## src/rtl/ac97_frame_driver.sv

```systemverilog
// ac97_frame_driver: frame-level producer for the AC'97 link serializer.
// After reset it waits a fixed number of frames for the codec to settle.
// It then writes three codec registers on slots 1/2.
// After that it streams stereo PCM from an internal FIFO onto slots 3/4.
`timescale 1ns/1ps
module ac97_frame_driver #(
    parameter int FIFO_DEPTH_LOG2  = 4,
    parameter int INIT_WAIT_FRAMES = 255
) (
    input  logic                       ac97_bitclk,
    input  logic                       rst_b,
    input  logic                       ac97_strobe,
    input  logic signed [15:0]         sample_l,
    input  logic signed [15:0]         sample_r,
    input  logic                       sample_valid,
    output logic                       sample_ready,
    output logic [19:0]                ac97_out_slot1,
    output logic [19:0]                ac97_out_slot2,
    output logic [19:0]                ac97_out_slot3,
    output logic [19:0]                ac97_out_slot4,
    output logic                       ac97_out_slot1_valid,
    output logic                       ac97_out_slot2_valid,
    output logic                       ac97_out_slot3_valid,
    output logic                       ac97_out_slot4_valid,
    output logic                       init_done,
    output logic [FIFO_DEPTH_LOG2:0]   fifo_level,
    output logic [15:0]                underrun_count
);

    localparam int DEPTH = 1 << FIFO_DEPTH_LOG2;
    localparam logic [15:0] WAIT_LAST = 16'(INIT_WAIT_FRAMES);
    localparam logic [FIFO_DEPTH_LOG2:0]   LVL_FULL = (FIFO_DEPTH_LOG2+1)'(DEPTH);
    localparam logic [FIFO_DEPTH_LOG2:0]   LVL_ONE  = (FIFO_DEPTH_LOG2+1)'(1);
    localparam logic [FIFO_DEPTH_LOG2-1:0] PTR_ONE  = FIFO_DEPTH_LOG2'(1);

    typedef enum logic [1:0] {S_WAIT = 2'd0, S_CMD = 2'd1, S_STREAM = 2'd2} state_t;

    // Codec register writes issued once after the settle delay.
    function automatic logic [19:0] cmd_slot1(input logic [1:0] idx);
        logic [6:0] addr;
        case (idx)
            2'd0:    addr = 7'h02;
            2'd1:    addr = 7'h04;
            2'd2:    addr = 7'h18;
            default: addr = 7'h00;
        endcase
        return {1'b0, addr, 12'h000};
    endfunction

    function automatic logic [19:0] cmd_slot2(input logic [1:0] idx);
        logic [15:0] data;
        case (idx)
            2'd2:    data = 16'h0808;
            default: data = 16'h0000;
        endcase
        return {data, 4'h0};
    endfunction

    // 16-bit PCM is left-justified in the 20-bit slot.
    function automatic logic [19:0] pcm_slot(input logic signed [15:0] s);
        return {s, 4'h0};
    endfunction

    function automatic logic [15:0] sat_inc(input logic [15:0] v);
        return (v == 16'hFFFF) ? v : v + 16'd1;
    endfunction

    state_t                     state, state_nxt;
    logic [15:0]                frame_cnt, frame_cnt_nxt;
    logic [1:0]                 cmd_idx, cmd_idx_nxt;
    logic                       cmd_load;
    logic                       stream_frame;

    logic [31:0]                mem [DEPTH];
    logic [FIFO_DEPTH_LOG2-1:0] wr_ptr, rd_ptr;
    logic                       full, empty, push, pop;
    logic [31:0]                head;

    assign full         = (fifo_level == LVL_FULL);
    assign empty        = (fifo_level == '0);
    assign sample_ready = rst_b && !full;
    assign push         = sample_valid && sample_ready;
    assign pop          = stream_frame && !empty;
    assign head         = mem[rd_ptr];

    // Next-state logic: everything advances only on a frame strobe.
    always_comb begin
        state_nxt     = state;
        frame_cnt_nxt = frame_cnt;
        cmd_idx_nxt   = cmd_idx;
        cmd_load      = 1'b0;
        stream_frame  = 1'b0;
        if (ac97_strobe) begin
            case (state)
                S_WAIT: begin
                    if (frame_cnt == WAIT_LAST) begin
                        state_nxt   = S_CMD;
                        cmd_idx_nxt = 2'd0;
                        cmd_load    = 1'b1;
                    end else begin
                        frame_cnt_nxt = frame_cnt + 16'd1;
                    end
                end
                S_CMD: begin
                    if (cmd_idx == 2'd2) begin
                        state_nxt    = S_STREAM;
                        stream_frame = 1'b1;
                    end else begin
                        cmd_idx_nxt = cmd_idx + 2'd1;
                        cmd_load    = 1'b1;
                    end
                end
                S_STREAM: stream_frame = 1'b1;
                default:  state_nxt = S_WAIT;
            endcase
        end
    end

    // State register.
    always_ff @(posedge ac97_bitclk) begin
        if (!rst_b) begin
            state     <= S_WAIT;
            frame_cnt <= 16'd0;
            cmd_idx   <= 2'd0;
        end else begin
            state     <= state_nxt;
            frame_cnt <= frame_cnt_nxt;
            cmd_idx   <= cmd_idx_nxt;
        end
    end

    // FIFO storage; contents need no reset, pointers and level do.
    always_ff @(posedge ac97_bitclk) begin
        if (push) mem[wr_ptr] <= {sample_l, sample_r};
    end

    // FIFO pointers and exact occupancy; the level is unchanged on a simultaneous push and pop.
    always_ff @(posedge ac97_bitclk) begin
        if (!rst_b) begin
            wr_ptr     <= '0;
            rd_ptr     <= '0;
            fifo_level <= '0;
        end else begin
            if (push) wr_ptr <= wr_ptr + PTR_ONE;
            if (pop)  rd_ptr <= rd_ptr + PTR_ONE;
            case ({push, pop})
                2'b10:   fifo_level <= fifo_level + LVL_ONE;
                2'b01:   fifo_level <= fifo_level - LVL_ONE;
                default: fifo_level <= fifo_level;
            endcase
        end
    end

    // Slot outputs are registered at the strobe and held for the whole frame.
    always_ff @(posedge ac97_bitclk) begin
        if (!rst_b) begin
            ac97_out_slot1       <= 20'd0;
            ac97_out_slot2       <= 20'd0;
            ac97_out_slot3       <= 20'd0;
            ac97_out_slot4       <= 20'd0;
            ac97_out_slot1_valid <= 1'b0;
            ac97_out_slot2_valid <= 1'b0;
            ac97_out_slot3_valid <= 1'b0;
            ac97_out_slot4_valid <= 1'b0;
            init_done            <= 1'b0;
            underrun_count       <= 16'd0;
        end else if (ac97_strobe) begin
            ac97_out_slot1       <= cmd_load ? cmd_slot1(cmd_idx_nxt) : 20'd0;
            ac97_out_slot2       <= cmd_load ? cmd_slot2(cmd_idx_nxt) : 20'd0;
            ac97_out_slot1_valid <= cmd_load;
            ac97_out_slot2_valid <= cmd_load;
            ac97_out_slot3       <= pop ? pcm_slot(head[31:16]) : 20'd0;
            ac97_out_slot4       <= pop ? pcm_slot(head[15:0])  : 20'd0;
            ac97_out_slot3_valid <= pop;
            ac97_out_slot4_valid <= pop;
            init_done            <= (state_nxt == S_STREAM);
            if (stream_frame && empty) underrun_count <= sat_inc(underrun_count);
        end
    end

endmodule

```

## config.mk

```make
export PLATFORM = sky130hd
export DESIGN_NAME = ac97_frame_driver
export DESIGN_NICKNAME = d
export VERILOG_FILES = /design/src/rtl/ac97_frame_driver.sv
export SDC_FILE = /design/constraint.sdc
export NUM_CORES = 1
export LEC_CHECK = 0
export CORE_AREA = 5 5 217 219
export CTS_CLUSTER_SIZE = 10
export DETAILED_ROUTE_END_ITERATION = 7
export DIE_AREA = 0 0 222 224
export GPL_TIMING_DRIVEN = 0
export PLACE_DENSITY = 0.74
export SETUP_SLACK_MARGIN = 0.02
export SLEW_MARGIN = 25
export SYNTH_ARGS = -nofsm -noshare
export SYNTH_HDL_FRONTEND = slang
export SYNTH_SLANG_ARGS = --single-unit
```

## constraint.sdc

```tcl
create_clock -name ac97_bitclk -period 4 [get_ports ac97_bitclk]
set_input_delay 0.4 -clock ac97_bitclk [delete_from_list [all_inputs] [get_ports ac97_bitclk]]
set_output_delay 0.4 -clock ac97_bitclk [all_outputs]
set_load 0.05 [all_outputs]
```

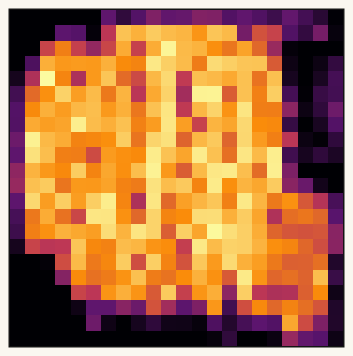
Run 1: cell area per tile
Scale: 1.5 px per µm. The die is cut into 22 by 22 equal tiles; black is low, pale yellow is high, 0 to 100% covered.
emptiest ninth of the die	bottom left
densest ninth of the die	middle
fullest tile	99%
mean over tiles	55%
Core Footprint: 0.0449 mm²
share of the core filled with cells: 62.5%
floorplan core density: 52.2%

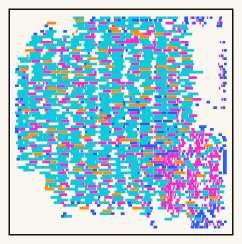
Run 1: placement by cell class
Scale: 1 px per µm.
colour	class	cells	share of their area
orange	clock drivers and dummy loads	125	7.7%
magenta	combinational and other logic	587	22%
blue	other buffers and delay cells	238	7.8%
cyan	flops	603	63%
final instance area: 0.0281 mm²
# rows: 78
flop share of the area: 61.2%

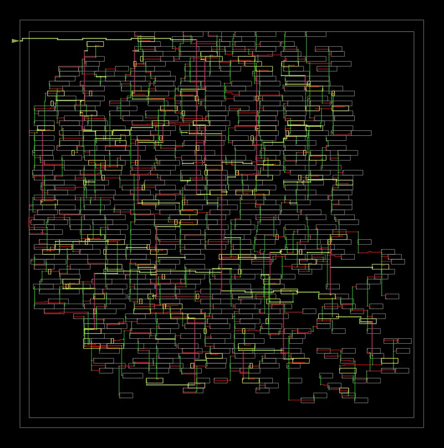
Run 1: clock wiring as the flow saved it
TritonCTS Buffers: 71
# clk buffers: 116

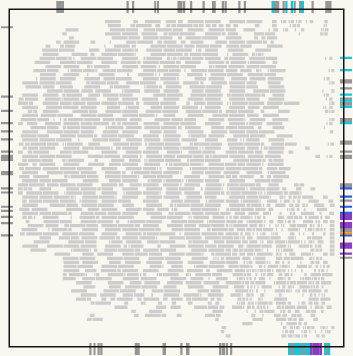
Run 1: I/O pins on the die edge
Scale: 1.5 px per µm. Pins as bars across the die edge, other pins in grey.
colour	port	pins	direction	edge
purple	underrun_count	16	output	10 right, 6 bottom
orange	ac97_strobe	1	input	right
blue	fifo_level	5	output	right
cyan	ac97_out_slot2	20	output	9 bottom, 6 right, 5 top
all pins by edge	45 bottom, 41 right, 38 top, 19 left
chip height: 224 µm
Die Span X: 222 µm

==> flow_summary.yaml, run 1 <==
# synthesis and place-and-route metrics
placed_design:
  dp_hpwl_mm: 33.0
  place_ws_ns: 0.0878
  numPortBuffers: 99
critical_path:
  worst-path-buf-inv: 5
  timing.rr.start: "state[1]"
  path_cells: "clkdlybuf4s50_1 -> inv_1 -> clkbuf_1 -> clkbuf_1 -> a21oi_1 -> clkdlybuf4s50_1"
  critPathTopFamily: "buffers and inverters"
  start_kind: "input pin"
  reg2reg_slack_ns: 0.74
  crit_path_max_incr_delay_ns: 0.73
  path_class: "in -> out"
  worst_ep_arrival_time_ns: 3.00
  endpoint: "sample_ready"
  startpoint: "rst_b"
detailed_routing:
  drc: 0
  detail-route-antenna-nets: 0
  wirelength_mm: 53.2
  via_count: 12700
cells_and_area:
  drive_gt1_share_pct: 20.9
  top_area_cell_class: "registers"
  layout.nets: 1554
  logic_area_mm2: 0.00583
  layout_top_cells: "edfxtp_1, mux4_2, clkdlybuf4s50_1"
  n_fill_cell: 3078
  nFlopsAndLatches: 603
  clockNetworkAreaShare_pct: 7.52
  nMultiInputCombCells: 574
  signal_buffers: 238
  areaGrowthSynthToFinish_pct: 19.9
  antenna_cells: 1
  lay_top_count: "edfxtp_1"
logic_synthesis:
  syn-cell-area_mm2: 0.0234
  edf_count: 512
  synth_warnings: 0
  numSynthFlops: 603
  top_cells_by_count: "edfxtp_1, mux4_2, dfxtp_1"
  seq_area_frac_synth_pct: 73.4
  synth-async-reset-ratio_pct: 0
  yosysChipArea_mm2: 0.0234
  most_common_cell: "edfxtp_1"
  synth.distinct_cells: 53
  synthFlopType: "edfxtp_1"
  yosys_cells: 1262
floorplanning:
  dieArea_mm2: 0.0497
  ios: 143
final_timing:
  maxSlewHeadroom_pct: 34.7
  timing.hold.ws_ns: 0.394
  clock_skew_ns: 0.0268
  drv_slew: 0
  worst_slack_ns: 0.601
  rsz0062_at_grt: "false"
  timing.fmax_mhz: 294
  setup_viol: 0
  finalClockPeriodUsage_pct: 85.0
cts:
  cts_resized: 0
  cts.clk_slew.worst_paths_ns: 0.05
  clk_path_buf_depth: 3
  cts.sinks: 603
  cts-root-buf: "clkbuf_16"
  clk-insertion-delay-late_ns: 0.60
  htree_levels: 3
  cts_tree: "built"
  post_cts_buffers: 0
flow_run:
  drv_cap: 0
outcome:
  status: "finished, final reports clean"
power_and_ir_drop:
  sw_frac_of_total_pct: 21.0
  switchingPower_mw: 2.75
  p_total_mw: 13.1
  power.density_mw_per_mm2: 467
  clkPwrFrac_pct: 44.6
grt:
  grt_pass1_wl_mm: 81.2
  grt-ovfl-total: 0
  antenna_found_initial: 2
  grt_pass1_vias: 13200
min_path:
  worstHoldStart: "ac97_strobe"
  hp-class: "in -> reg"
  min_to: "state[1]"
-- run 1: cell families after synthesis --
| family | after synthesis | share of synthesized area, % |
|---|---|---|
| and+or+nand+nor | 203 | 4.27 |
| DFF | 603 | 73.4 |
| AOI/OAI and AO/OA | 149 | 4.82 |
| buffers and inverters | 126 | 2.92 |
| adders and majority gates | 17 | 0.908 |
| other | 1 | 0.0160 |
| muxes | 132 | 12.5 |
| xor gates and xnor gates | 31 | 1.16 |
-- run 1: power by group through the flow --
stage,registers (mW),logic [mW],clock network (mW)
5_1_grt,6.87,0.409,6.22
3_5_place_dp,7.00,0.379,0
6_report,6.87,0.385,5.85
4_1_cts,6.87,0.382,5.94
2_1_floorplan,7.00,0.216,0
3_3_place_gp,7.00,0.353,0
-- run 1: routing by layer --
| layer | wire [µm] | track usage, % | up-vias | share of wire (%) |
|---|---|---|---|---|
| met5 | 13 | 0 | - | 0.024 |
| met4 | 1280 | 5.91 | 2 | 2.4 |
| met3 | 4200 | 4.60 | 88 | 7.9 |
| met2 | 26800 | 35.8 | 620 | 50 |
| met1 | 20900 | 28.8 | 6481 | 39 |
| li1 | - | - | 5468 | - |
-- run 1: state kept, by name, summed over array words and instances (netlist names), named ones only --
name                  cells
ac97_out_slot4_valid      1
ac97_out_slot2            1
mem                     512
ac97_out_slot2_valid      1
fifo_level                5
ac97_out_slot1            2
rd_ptr                    4
init_done                 1
frame_cnt                16
underrun_count           16
ac97_out_slot4           16
state                     2
ac97_out_slot3           16
cmd_idx                   2
wr_ptr                    4
-- run 1: stage by stage --
step | TNS, ns | std cells
detailed placement | 0 | 2028
global route | 0 | 2153
CTS | 0 | 2153
floorplan | 0 | 1303
global placement | -741.35 | 2002
finish | 0 | 2154
Run 1, wiring by layer:
Scale: 1 px per µm.
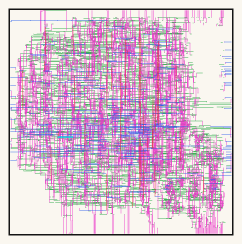

--- run 2 (diff from run 1) ---
--- a/config.mk
+++ b/config.mk
@@ -5,10 +5,10 @@
 export SDC_FILE = /design/constraint.sdc
 export NUM_CORES = 1
 export LEC_CHECK = 0
-export CORE_AREA = 5 5 217 219
+export CORE_AREA = 5 5 213 215
 export CTS_CLUSTER_SIZE = 10
 export DETAILED_ROUTE_END_ITERATION = 7
-export DIE_AREA = 0 0 222 224
+export DIE_AREA = 0 0 218 220
 export GPL_TIMING_DRIVEN = 0
 export PLACE_DENSITY = 0.74
 export SETUP_SLACK_MARGIN = 0.02
==> constraint.sdc (replaced) <==
create_clock -name ac97_bitclk -period 3.5 [get_ports ac97_bitclk]
set_input_delay 0.35 -clock ac97_bitclk [delete_from_list [all_inputs] [get_ports ac97_bitclk]]
set_output_delay 0.35 -clock ac97_bitclk [all_outputs]
set_load 0.05 [all_outputs]
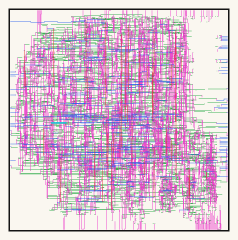
Run 2: wiring by layer
Scale: 1 px per µm.
colour	layer	wire length
red	metal 4	1590 µm
blue	metal 3	4200 µm
cyan	metal 5	13.8 µm
green	metal 1	20.3 mm
magenta	metal 2	26.3 mm
GRT Total Usage: 22.0%
final wirelength: 52.3 mm
WL per Instance: 24.4 µm
Via Count: 12600

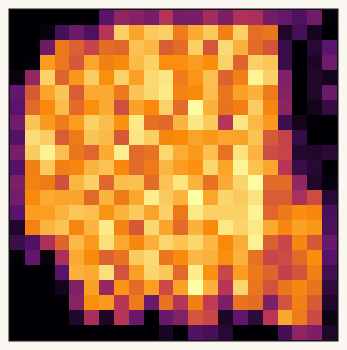
Run 2: cell area per tile
Scale: 1.5 px per µm. The die is cut into 22 by 22 equal tiles; black is low, pale yellow is high, 0 to 100% covered.
tiles over 75% full	39%
fullest tile	100%
emptiest ninth of the die	bottom left
share of the core filled with cells: 64.4%
floorplan core density: 53.8%
Core Footprint: 0.0435 mm²

==> run 2 against run 1 <==
Effect of this change:
- sequential share of layout area is 0.10 points higher
- clock skew fell by 0.011 ns
- first-iteration DRC count grew 15%
- clock-buffer cell count grew 3
- final area decreased by 0.16%
- critical path type unchanged
- worst setup slack got worse by 0.38 ns
- synthesized cell count is the same
- wire length shrank 1.6%
- final cell count shrank 0.37%
- via count is 0.36% lower
- die area fell by 3.6%
- sequential power rose by 14%
==> flow_summary.yaml, run 2 <==
# synthesis and place-and-route metrics
logic_synthesis:
  synth-async-reset-ratio_pct: 0
  synth.distinct_cells: 53
  yosys_cells: 1262
  synthFlopType: "edfxtp_1"
  top_cells_by_count: "edfxtp_1, mux4_2, dfxtp_1"
  numSynthFlops: 603
  yosysChipArea_mm2: 0.0234
  compound_area_share_pct: 4.82
  mux_share_pct: 12.5
  simple_gate_share_pct: 4.27
  adder_share_pct: 0.908
  synthTopLogicFamily: "multiplexers"
  edf_count: 512
  synthXorXnorAreaFrac_pct: 1.16
  most_common_cell: "edfxtp_1"
cells_and_area:
  n_fill_cell: 2924
  layout.nets: 1553
  antenna_cells: 0
  regMostFlops: "mem"
  areaGrowthSynthToFinish_pct: 19.7
  fin_cells: 2146
  lay_top_count: "edfxtp_1"
final_timing:
  setup_viol: 0
  rsz0062_at_grt: "false"
  timing.fmax_mhz: 305
  clock_skew_ns: 0.0153
  finalClockPeriodUsage_pct: 93.7
  worst_slack_ns: 0.220
  maxSlewHeadroom_pct: 37.9
  drv_slew: 0
outcome:
  status: "finished, final reports clean"
power_and_ir_drop:
  clkPwrFrac_pct: 44.2
  switchingPower_mw: 3.05
  p_total_mw: 14.9
  sw_frac_of_total_pct: 20.6
cts:
  cts.clk_slew.worst_paths_ns: 0.05
  numCtsBuffers: 70
  cts-root-buf: "clkbuf_16"
  cts.sinks: 603
  clk-insertion-delay-late_ns: 0.59
  cts_tree: "built"
  clk_path_buf_depth: 3
min_path:
  hp-class: "in -> reg"
  worstHoldStart: "ac97_strobe"
placed_design:
  place_ws_ns: -0.387
  numPortBuffers: 99
  dp.cells: 2020
critical_path:
  path_class: "in -> out"
  reg2reg_slack_ns: 0.32
  startpoint: "rst_b"
  worst_ep_arrival_time_ns: 2.93
  endpoint: "sample_ready"
  timing.rr.start: "state[1]"
grt:
  grt_pass1_wl_mm: 78.7
  grt_pass1_vias: 12900
  grt-ovfl-total: 0
floorplanning:
  fp.dieW_um: 218
detailed_routing:
  drc: 0
  dr_wl_met3_mm: 4.20
  detail-route-antenna-nets: 0
## run 2: worst min-delay path by stage
stage / end / cells past startpoint
5_1_grt: state[1] / 4
3_3_place_gp: ac97_out_slot1[14] / 1
3_5_place_dp: init_done / 2
4_1_cts: state[1] / 4
2_1_floorplan: mem[0][0] / 0
6_report: state[1] / 4
## run 2: cell type report
cell class | instances | share of cell area (%)
Tap cell | 592 | 2.64
Inverter | 13 | 0.174
Sequential cell | 603 | 61.3
Multi-Input combinational cell | 574 | 20.8
Buffer | 113 | 2.27
Timing Repair Buffer | 125 | 5.40
Clock buffer | 119 | 6.98
Clock inverter | 7 | 0.348
## run 2: power by group through the flow
| stage | Sequential, mW | Clock [mW] | Combinational (mW) |
|---|---|---|---|
| finish | 7.85 | 6.56 | 0.437 |
| global placement | 8.00 | 0 | 0.404 |
| detailed placement | 8.00 | 0 | 0.432 |
| floorplan | 8.00 | 0 | 0.247 |
| CTS | 7.85 | 6.66 | 0.434 |
| global route | 7.85 | 6.99 | 0.466 |
## run 2: metal layers
layer  vias up  global-route usage (%)
met5         -                       0
met4         2                    7.26
met3       105                    4.67
met2       620                    36.2
met1      6410                    29.8
li1       5476                       -
## run 2: what timing repair did
action,in CTS,in global routing
hold buffers,0,0
gates resized,0,2
endpoints found under the setup margin,0,2
setup buffers,0,0
## run 2: worst max-delay path, cell delays in order
cell             delay (ns)
clkdlybuf4s50_1        0.58
inv_1                  0.14
clkbuf_1               0.48
clkbuf_1               0.54
a21oi_1                0.10
clkdlybuf4s50_1        0.73
Power and IR drop assume default switching activity.
